$ cat src/rtl/imem_boot_loader.sv
// Framed byte-stream program loader: assembles little-endian words into instruction memory
// and holds the core in reset until a checksum-verified image has been written.
module imem_boot_loader #(
   parameter logic [31:0] IMEM_BASE      = 32'h0,
   parameter int unsigned MAX_WORDS      = 1024,
   parameter logic [7:0]  MAGIC          = 8'hA5,
   parameter int unsigned TIMEOUT_CYCLES = 100000
) (
   input  logic        clk,
   input  logic        reset_n,
   input  logic        rx_valid_i,
   input  logic [7:0]  rx_data_i,
   output logic        rx_ready_o,
   output logic        imem_wr_en_o,
   output logic [31:0] imem_wr_addr_o,
   output logic [31:0] imem_wr_data_o,
   output logic        core_reset_n_o,
   output logic        boot_done_o,
   output logic [1:0]  err_code_o
);

   localparam int unsigned     TmoW    = $clog2(TIMEOUT_CYCLES + 1);
   localparam logic [TmoW-1:0] TmoLast = TmoW'(TIMEOUT_CYCLES - 1);

   localparam logic [1:0] ErrNone = 2'd0;
   localparam logic [1:0] ErrLen  = 2'd1;
   localparam logic [1:0] ErrCsum = 2'd2;
   localparam logic [1:0] ErrTmo  = 2'd3;

   typedef enum logic [2:0] {
      StIdle,
      StLen0,
      StLen1,
      StData,
      StCsum,
      StDone,
      StError
   } state_e;

   state_e          state_q, state_d;
   logic [15:0]     len_q, len_d;
   logic [15:0]     word_idx_q, word_idx_d;
   logic [1:0]      byte_cnt_q, byte_cnt_d;
   logic [23:0]     wbuf_q, wbuf_d;
   logic [7:0]      csum_q, csum_d;
   logic [TmoW-1:0] tmo_q, tmo_d;
   logic [1:0]      err_q, err_d;
   logic            rx_ready_q, rx_ready_d;
   logic            wr_en_q, wr_en_d;
   logic [31:0]     wr_addr_q, wr_addr_d;
   logic [31:0]     wr_data_q, wr_data_d;
   logic            core_rst_n_q, core_rst_n_d;
   logic            boot_done_q, boot_done_d;

   logic            accept;
   logic            tmo_active;
   logic [15:0]     len_new;

   assign accept     = rx_valid_i && rx_ready_q;
   assign tmo_active = (state_q == StLen0) || (state_q == StLen1) ||
                       (state_q == StData) || (state_q == StCsum);
   assign len_new    = {rx_data_i, len_q[7:0]};

   always_comb begin
      state_d    = state_q;
      len_d      = len_q;
      word_idx_d = word_idx_q;
      byte_cnt_d = byte_cnt_q;
      wbuf_d     = wbuf_q;
      csum_d     = csum_q;
      tmo_d      = '0;
      err_d      = err_q;
      wr_en_d    = 1'b0;
      wr_addr_d  = wr_addr_q;
      wr_data_d  = wr_data_q;

      unique case (state_q)
         StIdle: begin
            if (accept && (rx_data_i == MAGIC)) begin
               state_d = StLen0;
            end
         end
         StLen0: begin
            if (accept) begin
               len_d[7:0] = rx_data_i;
               state_d    = StLen1;
            end
         end
         StLen1: begin
            if (accept) begin
               len_d = len_new;
               if ((len_new == 16'd0) || (32'(len_new) > MAX_WORDS)) begin
                  err_d   = ErrLen;
                  state_d = StError;
               end else begin
                  word_idx_d = '0;
                  byte_cnt_d = '0;
                  csum_d     = '0;
                  state_d    = StData;
               end
            end
         end
         StData: begin
            if (accept) begin
               csum_d     = csum_q ^ rx_data_i;
               byte_cnt_d = byte_cnt_q + 2'd1;
               unique case (byte_cnt_q)
                  2'd0: wbuf_d[7:0]   = rx_data_i;
                  2'd1: wbuf_d[15:8]  = rx_data_i;
                  2'd2: wbuf_d[23:16] = rx_data_i;
                  2'd3: begin
                     // Fourth byte completes the word; strobe goes out next cycle.
                     wr_en_d    = 1'b1;
                     wr_addr_d  = IMEM_BASE + {14'd0, word_idx_q, 2'b00};
                     wr_data_d  = {rx_data_i, wbuf_q};
                     word_idx_d = word_idx_q + 16'd1;
                     if (word_idx_q == (len_q - 16'd1)) begin
                        state_d = StCsum;
                     end
                  end
                  default: ;
               endcase
            end
         end
         StCsum: begin
            if (accept) begin
               if (rx_data_i == csum_q) begin
                  state_d = StDone;
               end else begin
                  err_d   = ErrCsum;
                  state_d = StError;
               end
            end
         end
         StDone: ;
         StError: begin
            if (accept && (rx_data_i == MAGIC)) begin
               err_d   = ErrNone;
               state_d = StLen0;
            end
         end
         default: state_d = StIdle;
      endcase

      // An accepted byte always wins over an expiring count.
      if (tmo_active && !accept) begin
         if (tmo_q == TmoLast) begin
            err_d   = ErrTmo;
            state_d = StError;
         end else begin
            tmo_d = tmo_q + TmoW'(1);
         end
      end

      rx_ready_d   = (state_d != StDone);
      core_rst_n_d = (state_d == StDone);
      boot_done_d  = (state_d == StDone);
   end

   always_ff @(posedge clk or negedge reset_n) begin
      if (!reset_n) begin
         state_q      <= StIdle;
         len_q        <= '0;
         word_idx_q   <= '0;
         byte_cnt_q   <= '0;
         wbuf_q       <= '0;
         csum_q       <= '0;
         tmo_q        <= '0;
         err_q        <= ErrNone;
         rx_ready_q   <= 1'b0;
         wr_en_q      <= 1'b0;
         wr_addr_q    <= '0;
         wr_data_q    <= '0;
         core_rst_n_q <= 1'b0;
         boot_done_q  <= 1'b0;
      end else begin
         state_q      <= state_d;
         len_q        <= len_d;
         word_idx_q   <= word_idx_d;
         byte_cnt_q   <= byte_cnt_d;
         wbuf_q       <= wbuf_d;
         csum_q       <= csum_d;
         tmo_q        <= tmo_d;
         err_q        <= err_d;
         rx_ready_q   <= rx_ready_d;
         wr_en_q      <= wr_en_d;
         wr_addr_q    <= wr_addr_d;
         wr_data_q    <= wr_data_d;
         core_rst_n_q <= core_rst_n_d;
         boot_done_q  <= boot_done_d;
      end
   end

   assign rx_ready_o     = rx_ready_q;
   assign imem_wr_en_o   = wr_en_q;
   assign imem_wr_addr_o = wr_addr_q;
   assign imem_wr_data_o = wr_data_q;
   assign core_reset_n_o = core_rst_n_q;
   assign boot_done_o    = boot_done_q;
   assign err_code_o     = err_q;

endmodule

$ cat config.mk
export PLATFORM = sky130hd
export DESIGN_NAME = imem_boot_loader
export DESIGN_NICKNAME = d
export VERILOG_FILES = /design/src/rtl/imem_boot_loader.sv
export SDC_FILE = /design/constraint.sdc
export NUM_CORES = 1
export LEC_CHECK = 0
export ABC_AREA = 1
export CORE_AREA = 3 3 124 126
export DETAILED_ROUTE_END_ITERATION = 8
export DIE_AREA = 0 0 127 129
export HOLD_SLACK_MARGIN = 0.15
export PLACE_DENSITY = 0.71
export SLEW_MARGIN = 10
export SYNTH_ARGS = -nofsm -noshare
export SYNTH_HDL_FRONTEND = slang
export SYNTH_SLANG_ARGS = --single-unit
$ cat constraint.sdc
create_clock -name clk -period 2.75 [get_ports clk]
set_clock_uncertainty 0.1 [all_clocks]
set_input_delay 0.55 -clock clk [delete_from_list [all_inputs] [get_ports clk]]
set_output_delay 0.55 -clock clk [all_outputs]
set_load 0.02 [all_outputs]
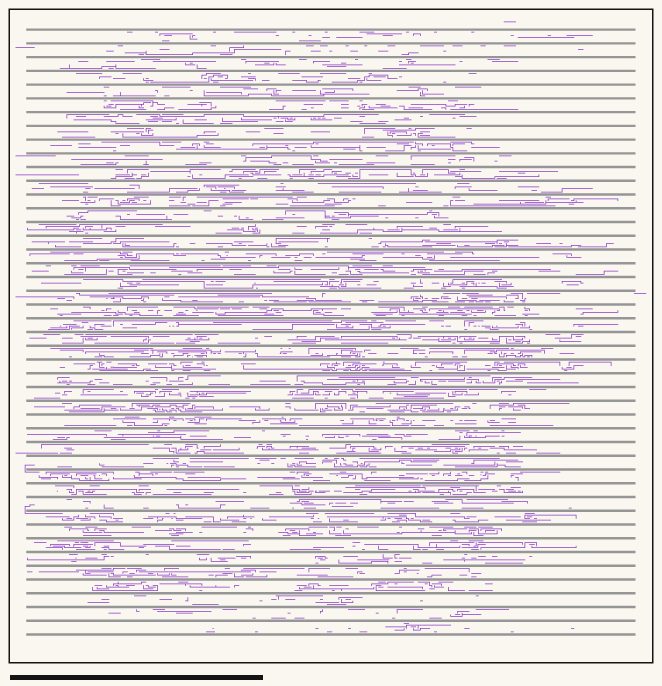
*M1 wires*
Bar = 50 um. Supply wires on this layer in gray.
longest straight run	43.2 um
wire length on this layer	7350 um

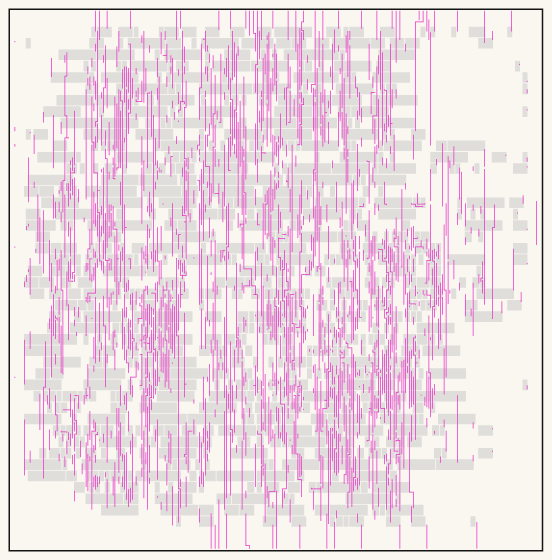
*Met2 routing*
longest straight run	41.1 um
wire length on this layer	7660 um
share of all routed wire	48%
Final Routed Wirelength: 16.1 mm
GRT met2 Usage: 34.0%
via count: 5834

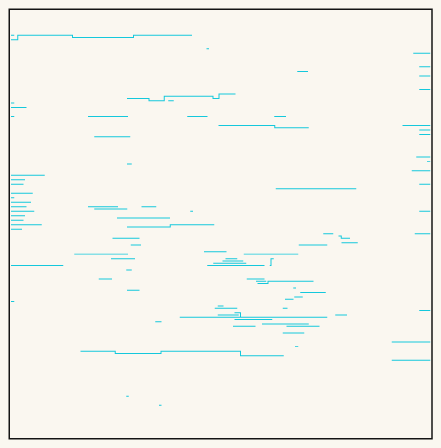
*Metal 3*
nets with wire on the layer	75
share of all routed wire	4.6%
met3 Usage GRT: 4.32%

==> results_slide.txt <==
Run Summary

Pwr
  • Static Leakage: approximately 0.0041 uW
  • Combinational fraction of design power: roughly 36%
  • Overall power: between 8000 and 9000 uW
  • P_clk: roughly 2400 uW
  • Combinational Power: roughly 3100 uW
  • Sequential group share of total power: 36.4%
  • Switch Pwr: between 3000 and 4000 uW

Place
  • Hpwl dp: between 10 and 15 mm
  • IO buf count: ~64
  • Final RePlAce weighted congestion: ~0.90
  • Placed cell count: approximately 1100

Synthesis
  • # Cells Yosys: 885
  • Mapped Area: roughly 7000 sq um
  • Yosys simple share: between 20% and 30%
  • Syn Inst Count: 885
  • Top post-synthesis cells by area: dfrtp_1 (49%), nand2_1 (16%), inv_1 (4.3%)
  • Mux area share: 0%
  • Synthesis Warnings: 0
  • Mean Syn Cell Area: around 8.0 sq um
  • Cell taking the most area after synthesis: dfrtp_1
  • Top cell area share: between 40% and 50%
  • Adder Area Share: 1.24%
  • Most frequent cell after synthesis: nand2_1
  • Chip Area, Yosys: between 7000 and 8000 sq um
  • Synth cell types: about 43

Critical path
  • Crit path DAT: approximately 2.6 ns
  • Cell breakdown of the critical path: inv_1 -> ha_1 -> nand2_2 -> nor2_4 -> nand2_2 -> inv_2 -> nand2_1 -> nand2_1 -> nand2_1 -> nor2_1 -> nand3_1 -> o21bai_1 -> nand2_1 -> nand2_1 -> nor2_1
  • CP Capture Type: register

GRT
  • Gr busiest metal: met2
  • Global-route wire length before repair: between 20 and 30 mm
  • GRT Overall Usage: about a fifth
  • Vias in the first global route: between 5000 and 6000

Clock tree
  • Clk pin slew, worst setup/hold paths: 0.06 ns
  • CTS Root Cell: clkbuf_16
  • H-tree depth: 4
  • Total CTS buffers: 17
  • Bufs on Longest Clock Path: 2
  • CTS Sinks: between 100 and 150

Final layout
  • Layout area overhead: 20.0%
  • Seq area share: between 40% and 50%
  • Signal buf overhead: a little under a tenth
  • FF/Latch Area: between 3000 and 4000 sq um
  • Ant. Diodes: 0
  • Largest class: sequential cells
  • Final Util: between 50% and 60%
  • Layout clock area frac: under 10%

Worst hold path
  • Worst Hold Class: register to register

Drt
  • Initial drt markers: between 300 and 400
  • Post-detailed-route wirelength per cell: 13.9 um
  • Post-DRT Antenna Nets: 0

STA
  • Final Max Tran Viols: 0
  • Hold Vio Cnt, Final: 0
  • Final WS setup: 0.333 ns
  • Hold WS: between 0.3 and 0.4 ns
  • Worst-margin pin slew: 0.617 ns
  • Final worst path period need: around 2.4 ns

Run
  • Max-Cap Viols: 0

Die
  • Top-Level Pins: approximately 80
  • Die W: ~130 um
  • Core area: 14400 sq um
  • Die height: 129 um
  • # rows: 44

Outcome
  • Status: complete, no violations
worst paths after layout:
| path | start | end | slack [ns] | cells after the start |
|---|---|---|---|---|
| max in group asynchronous | reset_n | imem_wr_addr_o[10] | 1.44 | 3 |
| setup reg to reg | len_q[0] | boot_done_o | 0.33 | 15 |
| hold reg to reg | tmo_q[0] | tmo_q[0] | 0.36 | 1 |
| setup / recovery | len_q[0] | boot_done_o | 0.33 | 15 |
| min in group asynchronous | reset_n | imem_wr_en_o | 0.44 | 2 |
| hold / removal | tmo_q[0] | tmo_q[0] | 0.36 | 1 |
Power is estimated from default activity; no workload was simulated.
